**src/rtl/ahb_cmd_master.sv**
```systemverilog
// Command-driven AHB-Lite master: single/INCR word bursts with pipelined address/data phases.
// Define AHB_CMD_MASTER_ERR_ABORT_EN to cancel the rest of a burst when a beat returns ERROR.
module ahb_cmd_master #(
  parameter int ADDR_W = 32,
  parameter int DATA_W = 32,
  parameter int LEN_W  = 5
) (
  input  logic              hclk,
  input  logic              hreset,
  input  logic              cmd_valid,
  output logic              cmd_ready,
  input  logic              cmd_write,
  input  logic [ADDR_W-1:0] cmd_addr,
  input  logic [LEN_W-1:0]  cmd_len,
  input  logic [DATA_W-1:0] wr_data,
  output logic              wr_pop,
  output logic              rsp_valid,
  output logic [DATA_W-1:0] rsp_rdata,
  output logic              rsp_err,
  output logic              rsp_last,
  output logic [1:0]        htrans,
  output logic [ADDR_W-1:0] haddr,
  output logic              hwrite,
  output logic [DATA_W-1:0] hwdata,
  input  logic              hreadyout,
  input  logic [1:0]        hresp,
  input  logic [DATA_W-1:0] hrdata
);

`ifdef AHB_CMD_MASTER_ERR_ABORT_EN
  localparam bit ERR_ABORT = 1'b1;
`else
  localparam bit ERR_ABORT = 1'b0;
`endif

  localparam logic [1:0] HT_IDLE   = 2'b00;
  localparam logic [1:0] HT_NONSEQ = 2'b10;
  localparam logic [1:0] HT_SEQ    = 2'b11;
  localparam logic [1:0] HR_OKAY   = 2'b00;

  typedef enum logic [1:0] {S_IDLE, S_ADDR, S_PIPE, S_LAST} state_t;

  state_t            state, state_nxt;
  logic [1:0]        htrans_nxt;
  logic [ADDR_W-1:0] haddr_nxt;
  logic [ADDR_W-1:0] addr_inc;
  logic              hwrite_nxt;
  logic [DATA_W-1:0] hwdata_nxt;
  logic [LEN_W-1:0]  addr_left, addr_left_nxt;
  logic [LEN_W-1:0]  rsp_left, rsp_left_nxt;
  logic [LEN_W-1:0]  len_eff;
  logic              aborted, aborted_nxt;
  logic              rsp_valid_nxt;
  logic [DATA_W-1:0] rsp_rdata_nxt;
  logic              rsp_err_nxt;
  logic              rsp_last_nxt;
  logic              addr_acc;
  logic              data_phase;
  logic              data_done;
  logic              bus_err;

  assign addr_acc   = htrans[1] && hreadyout;
  assign data_phase = (state == S_PIPE) || (state == S_LAST);
  assign data_done  = data_phase && hreadyout;
  assign bus_err    = (hresp != HR_OKAY);
  assign addr_inc   = haddr + ADDR_W'(4);
  assign len_eff    = (cmd_len == '0) ? LEN_W'(1) : cmd_len;
  assign cmd_ready  = (state == S_IDLE);
  // wr_data is consumed on the same edge that accepts the write address phase
  assign wr_pop     = addr_acc && hwrite;

  always_comb begin
    state_nxt     = state;
    htrans_nxt    = htrans;
    haddr_nxt     = haddr;
    hwrite_nxt    = hwrite;
    hwdata_nxt    = hwdata;
    addr_left_nxt = addr_left;
    rsp_left_nxt  = rsp_left;
    aborted_nxt   = aborted;
    rsp_valid_nxt = 1'b0;
    rsp_rdata_nxt = rsp_rdata;
    rsp_err_nxt   = 1'b0;
    rsp_last_nxt  = 1'b0;

    if (state == S_IDLE) begin
      if (cmd_valid) begin
        htrans_nxt    = HT_NONSEQ;
        haddr_nxt     = {cmd_addr[ADDR_W-1:2], 2'b00};
        hwrite_nxt    = cmd_write;
        addr_left_nxt = len_eff - LEN_W'(1);
        rsp_left_nxt  = len_eff;
        aborted_nxt   = 1'b0;
        state_nxt     = S_ADDR;
      end
    end else begin
      if (data_done) begin
        rsp_valid_nxt = 1'b1;
        rsp_rdata_nxt = hwrite ? '0 : hrdata;
        rsp_err_nxt   = bus_err;
        rsp_last_nxt  = (rsp_left == LEN_W'(1)) || aborted;
        rsp_left_nxt  = rsp_left - LEN_W'(1);
      end

      if (addr_acc) begin
        if (hwrite) begin
          hwdata_nxt = wr_data;
        end
        if (addr_left != '0) begin
          // a new 1 KB page must restart with NONSEQ
          htrans_nxt    = (addr_inc[9:0] == 10'd0) ? HT_NONSEQ : HT_SEQ;
          haddr_nxt     = addr_inc;
          addr_left_nxt = addr_left - LEN_W'(1);
          state_nxt     = S_PIPE;
        end else begin
          htrans_nxt = HT_IDLE;
          state_nxt  = S_LAST;
        end
      end else if (ERR_ABORT && (state == S_PIPE) && bus_err) begin
        // first ERROR cycle: withdraw the pending address phase
        htrans_nxt    = HT_IDLE;
        addr_left_nxt = '0;
        aborted_nxt   = 1'b1;
        state_nxt     = S_LAST;
      end

      if ((state == S_LAST) && data_done) begin
        state_nxt   = S_IDLE;
        aborted_nxt = 1'b0;
      end
    end
  end

  always_ff @(posedge hclk or posedge hreset) begin
    if (hreset) begin
      state     <= S_IDLE;
      htrans    <= HT_IDLE;
      haddr     <= '0;
      hwrite    <= 1'b0;
      hwdata    <= '0;
      addr_left <= '0;
      rsp_left  <= '0;
      aborted   <= 1'b0;
      rsp_valid <= 1'b0;
      rsp_rdata <= '0;
      rsp_err   <= 1'b0;
      rsp_last  <= 1'b0;
    end else begin
      state     <= state_nxt;
      htrans    <= htrans_nxt;
      haddr     <= haddr_nxt;
      hwrite    <= hwrite_nxt;
      hwdata    <= hwdata_nxt;
      addr_left <= addr_left_nxt;
      rsp_left  <= rsp_left_nxt;
      aborted   <= aborted_nxt;
      rsp_valid <= rsp_valid_nxt;
      rsp_rdata <= rsp_rdata_nxt;
      rsp_err   <= rsp_err_nxt;
      rsp_last  <= rsp_last_nxt;
    end
  end

endmodule
```
**config.mk**
```make
export PLATFORM = sky130hd
export DESIGN_NAME = ahb_cmd_master
export DESIGN_NICKNAME = d
export VERILOG_FILES = /design/src/rtl/ahb_cmd_master.sv
export SDC_FILE = /design/constraint.sdc
export NUM_CORES = 1
export LEC_CHECK = 0
export ABC_AREA = 1
export CORE_MARGIN = 1
export CORE_UTILIZATION = 39
export CTS_CLUSTER_DIAMETER = 150
export CTS_CLUSTER_SIZE = 14
export DETAILED_ROUTE_END_ITERATION = 8
export PLACE_DENSITY = 0.71
export SETUP_SLACK_MARGIN = 0.5
export SYNTH_ARGS = -nofsm -noshare
export SYNTH_HDL_FRONTEND = slang
export SYNTH_SLANG_ARGS = --single-unit
```
**constraint.sdc**
```tcl
create_clock -name hclk -period 4.6 [get_ports hclk]
set_input_delay 0.92 -clock hclk [delete_from_list [all_inputs] [get_ports hclk]]
set_output_delay 0.92 -clock hclk [all_outputs]
set_load 0.02 [all_outputs]
```
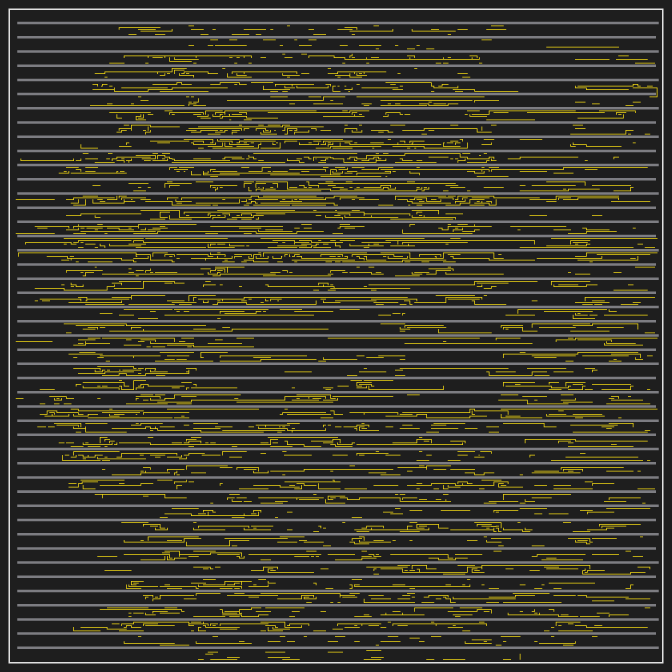
(run_1/m1.png)
Supply wires on this layer in grey.
The wires run mostly horizontal. The layer holds 45% of the routed length.
GR Util met1: 30.0%
WL final: 16.5 mm
routed via count: 5445

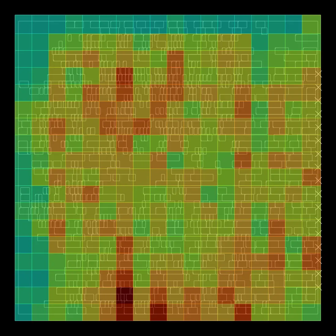
(run_1/congestion_map.png)
post-layout util: 57.4%
met2 Use GR: 34.9%
WL/cell: 14.7 um
busiest grt layer: met2
met3 usage: 3.39%

==> deck_impl_summary.md, run 1 <==
Flow Results at a Glance

Run status
  • Status: finished with violations
  • Failing checks: design-rule violations

Worst hold path
  • Worst hold path type: flip-flop to flip-flop
  • Hold path start: rsp_rdata[13]$_DFFE_PP0P_

Global route
  • Gr ovfl total: 0
  • Antenna violations before repair: 0

Critical path
  • R2R depth: 7
  • Buf/Inv on CP: 2
  • Crit path cell chain: clkdlybuf4s50_1 -> nand2_1 -> nor2_1 -> clkdlybuf4s50_1
  • Crit path launch: hreadyout
  • FF-to-FF Start: state[1]$_DFFE_PP0P_
  • CP top delay family: buffers and inverters
  • Worst setup EP type: output port
  • Crit path DRT: 3.68 ns
  • Crit path to: wr_pop

Floorplanning
  • DIE AREA: 15600 um2
  • FP Rows: 44
  • Die Span Y: between 100 and 150 um
  • Die width: about 120 um

Yosys
  • Post-Synth Simple-Gate Area: between 20% and 30%
  • Synth top cell by count: nand2_1
  • Yosys cell count: between 700 and 800
  • Syn avg cell area: roughly 8 um2
  • Mapped Area: between 5000 and 6000 um2
  • Synth cell types: 33
  • Top cells by area: dfrtp_1 48%, nand2_1 16%, mux2_4 7.6%, nor2_1 6.6%, o21ai_0 4.1%
  • Synthesis area per yosys: ~5900 um2
  • Register bit total from synthesis: 112
  • Synth Flop Type: dfrtp_1
  • Adders+Majority by Area: less than 1%
  • Ys async rst share: 100%

Power
  • Worst vdd ir: 0.175 mV
  • Leak pwr: 3.84 nW
  • Total Power: 2.10 mW

Layout
  • Top logic cells by instance count in the layout: 252 x nand2_1, 207 x clkdlybuf4s50_1, 112 x dfrtp_1
  • Final instance area: around 8400 um2
  • Area growth, synth to finish: 42.7%
  • Logic area: between 2000 and 3000 um2
  • # fillers: 1356
  • Antenna diodes: 0
  • Fraction of layout cells with a size suffix above 1: 7.57%
  • Fin nets: 1046

STA
  • Worst Hold Slack: 0.486 ns
  • Layout Skew: 0.00738 ns
  • Final Hold Vio Count: 0
  • Setup TNS Final: 0 ns
  • Achievable clock frequency: ~310 MHz
  • Relative slew slack: 29.9%

Place
  • Cell count after placement: 1107
  • Placed Area: 8070 um2

Clocking
  • Clock slew at reported path FFs: 0.07 ns
  • Post-CTS Setup Inserts: 0
  • CTS Buf Count: 9
  • PostCTS Resize Cnt: 0
  • Root buf cell: clkbuf_16
  • Hold Buf Count CTS: 0

Job
  • Tally of OpenROAD warnings: 29
  • Max cap viols: 0

Route
  • Routed vias/inst: roughly 4.9
  • Remaining DRCs: 34
  • Met2 wire len: 7.72 mm
  • Remaining antenna violation count: 0
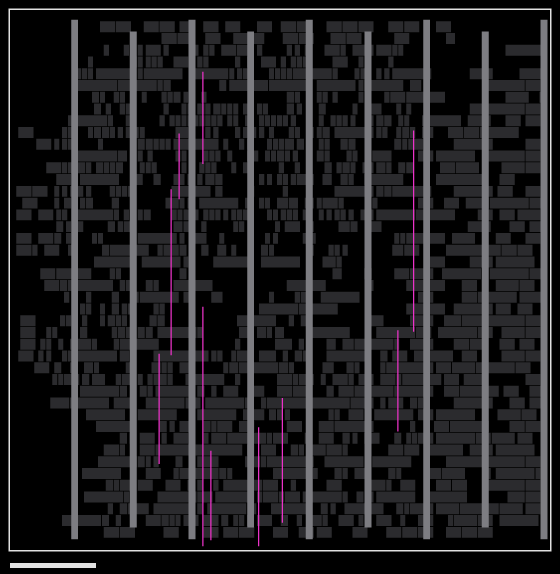
(run_1/m4.png)
Scale bar: 20 um. Supply wires on this layer in grey. Cells faint in the background.
The layer holds 1.8% of the routed length. 7 nets have wire on it. The layer carries 300 um of wire.

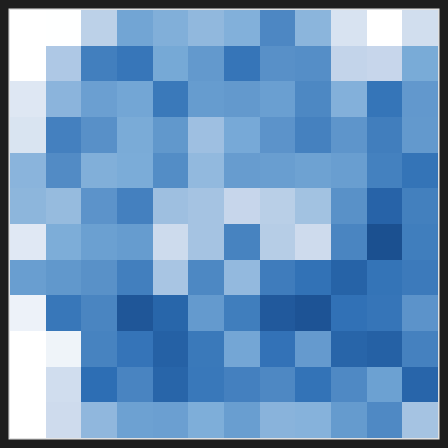
(run_1/util_map.png)
12 x 12 tiles, from white (low) to dark blue (high), 0 to 100% covered.
The mean over all tiles is 52%. The fullest tile reaches 87%. 4.9% of the tiles are nearly empty. 8.3% of the tiles are over 75% full.
fp_density: 40.2%
core area: 14600 um2

==> run 1: flip-flops by register name, indices dropped and copies added, names as in the netlist, 2 cells and up <==
name       flops
rsp_rdata     32
rsp_left       5
haddr         30
htrans         2
addr_left      5
state          2
hwdata        32
==> run 1: cell type report <==
type | instances | share of cell area (%)
Timing Repair Buffer | 213 | 25.2
Multi-Input combinational cell | 546 | 32.4
Tap cell | 184 | 2.74
Clock buffer | 9 | 2.68
Inverter | 52 | 2.35
Clock inverter | 6 | 1.37
Sequential cell | 112 | 33.3
==> run 1: where the power goes <==
group	leakage (nW)	total, mW	switching (mW)	internal (mW)
Sequential	1.47	1.01	0.0139	1.00
Clock	0.163	0.904	0.370	0.534
Combinational	2.21	0.181	0.0739	0.107
Total	3.84	2.10	0.458	1.64
==> run_1/class_map.png <==
Scale bar: 20 um. Fill, decap, tap and diode cells in grey.
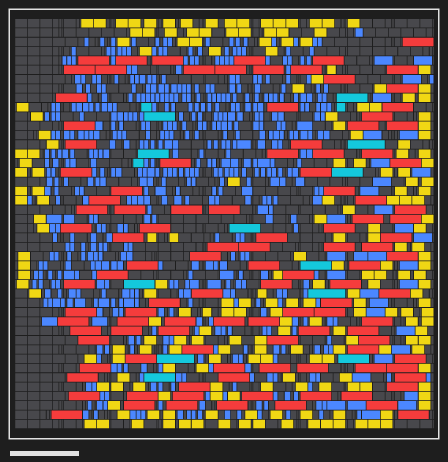

==> run 1 -> run 2 <==
--- a/config.mk
+++ b/config.mk
@@ -11,7 +11,7 @@
 export CTS_CLUSTER_DIAMETER = 150
 export CTS_CLUSTER_SIZE = 14
 export DETAILED_ROUTE_END_ITERATION = 8
-export PLACE_DENSITY = 0.71
+export PLACE_DENSITY = 0.74
 export SETUP_SLACK_MARGIN = 0.5
 export SYNTH_ARGS = -nofsm -noshare
 export SYNTH_HDL_FRONTEND = slang
==> constraint.sdc (replaced) <==
create_clock -name hclk -period 2.9 [get_ports hclk]
set_input_delay 0.58 -clock hclk [delete_from_list [all_inputs] [get_ports hclk]]
set_output_delay 0.58 -clock hclk [all_outputs]
set_load 0.02 [all_outputs]
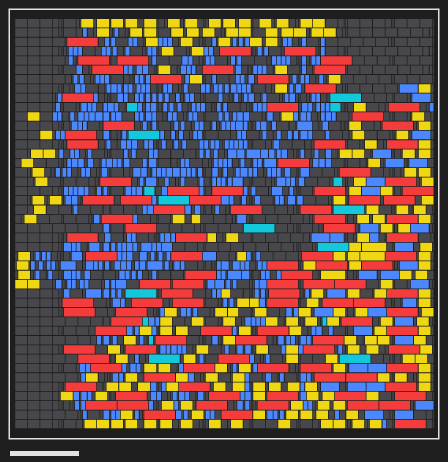
(run_2/class_map.png)
Scale bar: 20 um. Fill, decap, tap and diode cells in grey.
Key: red = sequential cells [cells 112]; cyan = clock drivers and dummy loads [cells 16]; blue = remaining logic cells [cells 598]; yellow = remaining buffers and delay cells [cells 215]
final instance area: 8390 um2
FP Rows: 44
post-layout util: 57.3%
fraction of area in registers: 33.4%

==> run 2 against run 1 <==
The flow still finishes with violations (design-rule violations). Clock power rose by 29%. Sequential power rose by 59%. Critical path depth did not move. Worst setup slack lost 0.71 ns. Non-clock buffer count increased by 2. Die area unchanged. Critical path type unchanged.
==> deck_impl_summary.md, run 2 <==
Flow Results at a Glance

Yosys
  • Synthesis area per yosys: 5890 um2 (unchanged)
  • Syn avg cell area: 7.97 um2 (unchanged)
  • Synth cell count leaders: 254 x nand2_1, 112 x dfrtp_1, 104 x nor2_1
  • Adders+Majority by Area: 0.849% (unchanged)
  • Top cells by area: dfrtp_1 48%, nand2_1 16%, mux2_4 7.6%, nor2_1 6.6%, o21ai_0 4.1%
  • Synth cell types: 33 (unchanged)
  • Post-Synth Simple-Gate Area: 28.9% (unchanged)
  • Yosys cell count: 739 (unchanged)
  • Register bit total from synthesis: 112 (unchanged)
  • Synth Flop Type: dfrtp_1

Critical path
  • Worst setup EP type: output port
  • Crit path launch: hreadyout
  • Crit path to: wr_pop
  • CP max-delay cell: clkdlybuf4s50_1
  • Crit path cell chain: clkdlybuf4s50_1 -> nand2_1 -> nor2_1 -> dlygate4sd2_1
  • Crit path DRT: 2.32 ns (-1.36 ns)
  • CP top delay family: buffers and inverters
  • FF-to-FF Start: state[1]$_DFFE_PP0P_
  • R2R depth: 9 (+2)

Layout
  • Non-clock buffer share of cell area: 25.8% (+0.67 points)
  • Logic area: 2720 um2 (about the same)
  • Fin nets: 1048 (+0.19%)
  • Clock buffer count: 11 (+2)
  • Nonclk inv count: 52 (unchanged)
  • Fraction of layout cells with a size suffix above 1: 7.55% (-0.024 points)
  • Clock Network Area Fraction: 3.24% (-0.81 points)
  • Logic share of the area: 32.4% (+0.043 points)
  • Seq cells: 112 (unchanged)
  • Area growth, synth to finish: 42.4%
  • # fillers: 1351 (-0.37%)
  • Multi-input gates: 546 (unchanged)
  • Antenna diodes: 0 (unchanged)
  • Top cell category: registers
  • Top logic cells by instance count in the layout: 253 x nand2_1, 206 x clkdlybuf4s50_1, 112 x dfrtp_1

Route
  • Met2 wire len: 7.71 mm (-0.17%)
  • Remaining DRCs: 32 (-5.9%)
  • WL/cell: 14.6 um (-0.94%)
  • Routed vias/inst: 4.84 (-0.21%)
  • WL final: 16.4 mm (-0.67%)

STA
  • Achievable clock frequency: 445 MHz
  • Worst Hold Slack: 0.485 ns (-0.000477 ns)
  • Final Hold Vio Count: 0 (unchanged)
  • Layout Skew: 0.00804 ns (+0.000661 ns)
  • Setup TNS Final: 0 ns (unchanged)
  • Relative slew slack: 54.1% (+24 points)

Floorplanning
  • Die Span Y: 125 um (unchanged)
  • Die width: 125 um (unchanged)
  • Tap cell count: 184 (unchanged)
  • Fp_density: 40.2% (unchanged)
  • Core area: 14600 um2 (unchanged)

Global route
  • Met2 Use GR: 34.8% (-0.13 points)
  • Gr ovfl total: 0 (unchanged)
  • Antenna violations before repair: 0 (unchanged)
  • GR Util met1: 29.1% (-0.86 points)
  • Met3 usage: 3.26% (-0.13 points)
  • First-pass GRT wire length: 26.3 mm

Run status
  • Status: finished with violations
  • Failing checks: design-rule violations

Place
  • Dpl hpwl: 12.3 mm
  • Placed Area: 8120 um2 (+0.64%)
  • Placer Congestion: 0.944
  • Cell count after placement: 1109 (+0.18%)

Clocking
  • CTS tree: built
  • Clock slew at reported path FFs: 0.07 ns (about the same)
  • CTS Buf Count: 9 (unchanged)
  • Hold Buf Count CTS: 0 (unchanged)
  • Root buf cell: clkbuf_16

Power
  • Seq pwr share: 52.5% (+4.2 points)
  • Psw: 0.718 mW (+57%)
  • Int Power: 2.35 mW (+43%)
  • Clock share of power: 38.1% (-4.9 points)
  • Leak pwr: 3.84 nW (-0.13%)
  • Gate power share: 9.5% (+0.9 points)
  • Switching Fraction: 23.4% (+1.6 points)
  • Worst vdd ir: 0.257 mV (+47%)

Worst hold path
  • Hold path start: rsp_rdata[21]$_DFFE_PP0P_

Job
  • Max cap viols: 0 (unchanged)
  • Tally of OpenROAD warnings: 29 (unchanged)
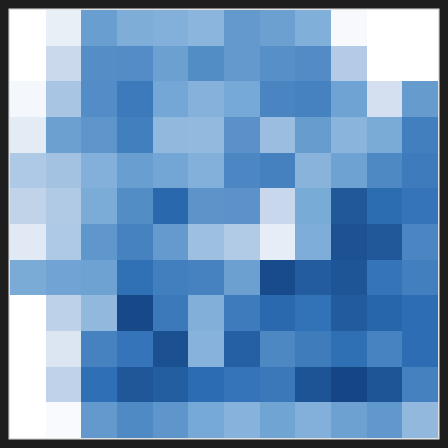
(run_2/util_map.png)
12 x 12 tiles, from white (low) to dark blue (high), 0 to 100% covered.
The mean over all tiles is 52%. 15% of the tiles are over 75% full. 6.9% of the tiles are nearly empty.

## run 2: power by group through the flow
stage / clock network (mW) / logic (mW) / registers (mW)
after floorplan: 0 / 0.113 / 1.64
after global placement: 0 / 0.286 / 1.64
after detailed placement: 0 / 0.292 / 1.64
after CTS: 1.20 / 0.294 / 1.61
after global routing: 1.27 / 0.324 / 1.61
final: 1.17 / 0.291 / 1.61
## run 2: timing repair
item	in CTS	in global routing
endpoints found under the setup margin	1	0
endpoints found under the hold margin	0	0
gates resized	1	0
setup buffers	0	0
## run 2: per-stage QoR
stage | total power [mW] | setup WS [ns]
6_report | 3.07 | 0.652
3_3_place_gp | 1.93 | 0.383
2_1_floorplan | 1.75 | 0.963
4_1_cts | 3.11 | 0.648
3_5_place_dp | 1.93 | 0.370
5_1_grt | 3.21 | 0.590
==> run_2/m4.png <==
Scale bar: 20 um. Supply wires on this layer in grey. Cells faint in the background.
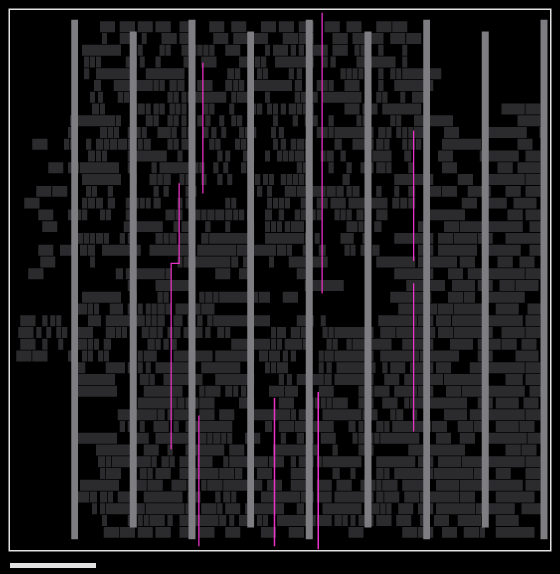

==> run 2 -> run 3 <==
--- a/config.mk
+++ b/config.mk
@@ -11,7 +11,7 @@
 export CTS_CLUSTER_DIAMETER = 150
 export CTS_CLUSTER_SIZE = 14
 export DETAILED_ROUTE_END_ITERATION = 8
-export PLACE_DENSITY = 0.74
+export PLACE_DENSITY = 0.71
 export SETUP_SLACK_MARGIN = 0.5
 export SYNTH_ARGS = -nofsm -noshare
 export SYNTH_HDL_FRONTEND = slang
==> constraint.sdc (replaced) <==
create_clock -name hclk -period 2.2 [get_ports hclk]
set_input_delay 0.44 -clock hclk [delete_from_list [all_inputs] [get_ports hclk]]
set_output_delay 0.44 -clock hclk [all_outputs]
set_load 0.02 [all_outputs]
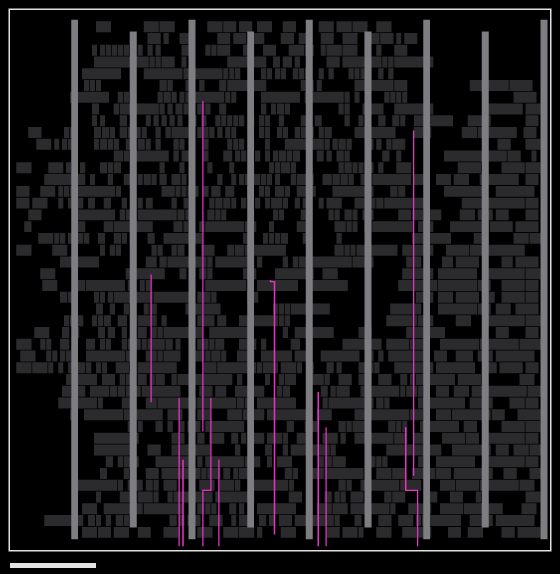
(run_3/m4.png)
Scale bar: 20 um. Supply wires on this layer in grey. Cells faint in the background.
10 nets have wire on it. The wires run mostly vertical.
WL final: 17.1 mm
routed via count: 5551

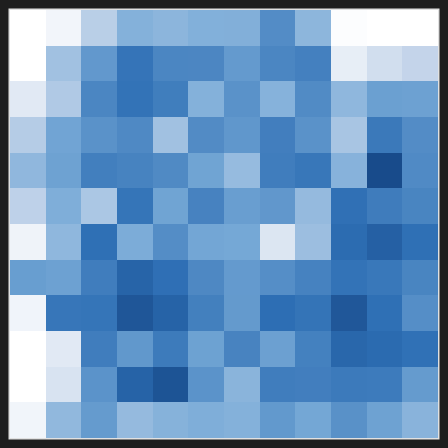
(run_3/util_map.png)
12 x 12 tiles, from white (low) to dark blue (high), 0 to 100% covered.
7.6% of the tiles are over 75% full. The mean over all tiles is 53%. 4.9% of the tiles are nearly empty. The fullest tile reaches 89%.
post-layout util: 58.3%

==> run 3 against run 2 <==
The run still ends with design-rule violations left. Synthesized area unchanged. Combinational power increased by 33%. Non-clock buffer count increased by 13. Total power increased by 38%. Highest routed layer unchanged.
==> deck_impl_summary.md, run 3 <==
Flow Results at a Glance

Yosys
  • Synth Flop Type: dfrtp_1
  • Synth cell count leaders: 254 x nand2_1, 112 x dfrtp_1, 104 x nor2_1
  • Part of the Yosys area used for sequential elements: 47.6%
  • Number of enable flip-flop cells: 0
  • Register bit total from synthesis: 112 (unchanged)
  • Syn avg cell area: 7.97 um2 (unchanged)
  • Main logic family: simple AND/OR/NAND/NOR gates
  • Synth cell types: 33 (unchanged)
  • Post-Synth Simple-Gate Area: 28.9% (unchanged)
  • Ys async rst share: 100%
  • Mapped Area: a little under 6000 um2
  • Synth top cell by count: nand2_1
  • Yosys cell count: 739 (unchanged)
  • Adders+Majority by Area: 0.849% (unchanged)
  • Yosys warns: 0
  • Top cells by area: dfrtp_1 48%, nand2_1 16%, mux2_4 7.6%, nor2_1 6.6%, o21ai_0 4.1%
  • Compound-Gate Fraction of Synth Area: between 7 and 8%
  • Synthesis area per yosys: 5890 um2 (unchanged)

Clocking
  • Latency at later pin: 0.36 ns
  • Root buf cell: clkbuf_16
  • Clock slew at reported path FFs: 0.08 ns (about the same)
  • Post-CTS Setup Inserts: 1 (+1)
  • Clock sinks: 112
  • CTS tree: built
  • Hold Buf Count CTS: 0 (unchanged)
  • PostCTS Resize Cnt: 109 (+108)
  • Clock buffer depth: 2
  • CTS Buf Count: 9 (unchanged)
  • Htree depth: 3

Route
  • Remaining DRCs: 34 (+6.3%)
  • Iteration-0 DRC Markers: 400
  • DRT Pass-1 Iters: 7
  • WL/cell: 15.0 um (+2.8%)
  • Routed vias/inst: 4.88 (+0.73%)
  • Remaining antenna violation count: 0

Job
  • Tally of OpenROAD warnings: 32 (+10%)
  • Max cap viols: 0 (unchanged)

Critical path
  • Critical path data arrival time: 1.27 ns
  • FF-to-FF Start: state[1]$_DFFE_PP0P_
  • FF-to-FF End: haddr[18]$_DFFE_PP0P_
  • Crit path DRT: 1.76 ns (-0.56 ns)
  • WS Path Type: flip-flop to output port
  • CP max stage delay: 0.43 ns
  • Crit path launch: state[1]$_DFFE_PP0P_
  • Max FO, Critical Path: 3
  • CP max-delay cell: dfrtp_1
  • Worst path depth: 3
  • Worst setup EP type: output port
  • Setup crit start kind: flip-flop
  • Worst R2R Setup Slack: 0.60 ns
  • CP top delay family: flip-flops
  • Crit path cell chain: nor2_4 -> buf_4 -> buf_2
  • R2R depth: 8 (-1)
  • Crit path to: cmd_ready

Place
  • Placed Area: 8200 um2 (+1.0%)
  • Placer Congestion: 0.891 (-5.7%)
  • Dpl hpwl: 12.6 mm (+2.4%)
  • Pre-CTS setup slack: 0.0604 ns (-0.309 ns)
  • Cell count after placement: 1115 (+0.54%)

Layout
  • # fillers: 1368 (+1.3%)
  • Biggest regs: hwdata x32, rsp_rdata x32, haddr x30
  • Post-Layout Cell Count: 1138
  • Fraction of layout cells with a size suffix above 1: 11.7% (+4.2 points)
  • Final instance area: 8540 um2 (+1.8%)
  • Fin nets: 1061 (+1.2%)
  • Most frequent logic cell in the layout: nand2_1
  • Area growth, synth to finish: 44.9%
  • Top logic cells by instance count in the layout: 251 x nand2_1, 105 x clkdlybuf4s50_1, 103 x dfrtp_1
  • Antenna diodes: 0 (unchanged)

STA
  • Final Hold Vio Count: 0 (unchanged)
  • Worst setup margin: 0.490 ns (-0.162 ns)
  • Slew Viols, Final: 0
  • Worst Hold Slack: 0.342 ns (-0.143 ns)
  • Setup TNS Final: 0 ns (unchanged)
  • Layout Skew: 0.00727 ns (-0.000763 ns)
  • Achievable clock frequency: 585 MHz
  • Tmin final: 1.71 ns
  • Fin crit share: between 70 and 80%

Floorplanning
  • Core area: 14600 um2 (unchanged)
  • Die Span Y: 125 um (unchanged)
  • DIE AREA: roughly 16000 um2
  • # IOs: 212
  • Die width: 125 um (unchanged)
  • FP Rows: 44 (unchanged)
  • Fp_density: 40.2% (unchanged)

Run status
  • Status: finished with violations
  • Failing checks: design-rule violations

Global route
  • Gr ovfl total: 0 (unchanged)
  • Pin count of the biggest net entering global routing: 67
  • Vias in the first global route: 5162
  • Antenna violations before repair: 0 (unchanged)
  • Total global-route track usage: 22.1%
  • First-pass GRT wire length: 27.2 mm (+3.2%)

Power
  • Worst vdd ir: 0.378 mV (+47%)
  • Total Power: 4.25 mW (+38%)
  • Leak pwr: 4.34 nW (+13%)
  • Pwr/cell area: 498 nW/um2
==> run 3: cell counts after synthesis <==
Identical to the previous run, type by type.
==> run 3: layer usage <==
layer,part of all wire (%),wire length [um],GRT usage (%),vias up
met5,0,0,0,-
met4,2.6,446,9.18,0
met3,6.8,1160,3.95,28
met2,46,7850,35.1,194
met1,45,7600,29.9,2555
li1,-,-,-,2774
==> run 3: area by class of cell <==
class	count	area (um2)	area share, %
clock buffer	9	225	2.64
clock inverter	7	85.1	0.996
inverter	52	204	2.39
multi-input combinational	546	2780	32.5
sequential	112	2810	33.0
tap	184	230	2.70
timing repair buffer	228	2200	25.8
==> run 3: where the power goes <==
group	total (mW)	internal [mW]	switching (mW)
Sequential	2.12	2.09	0.0297
Combinational	0.386	0.229	0.157
Clock	1.74	0.909	0.835
Power and IR drop assume default switching activity.
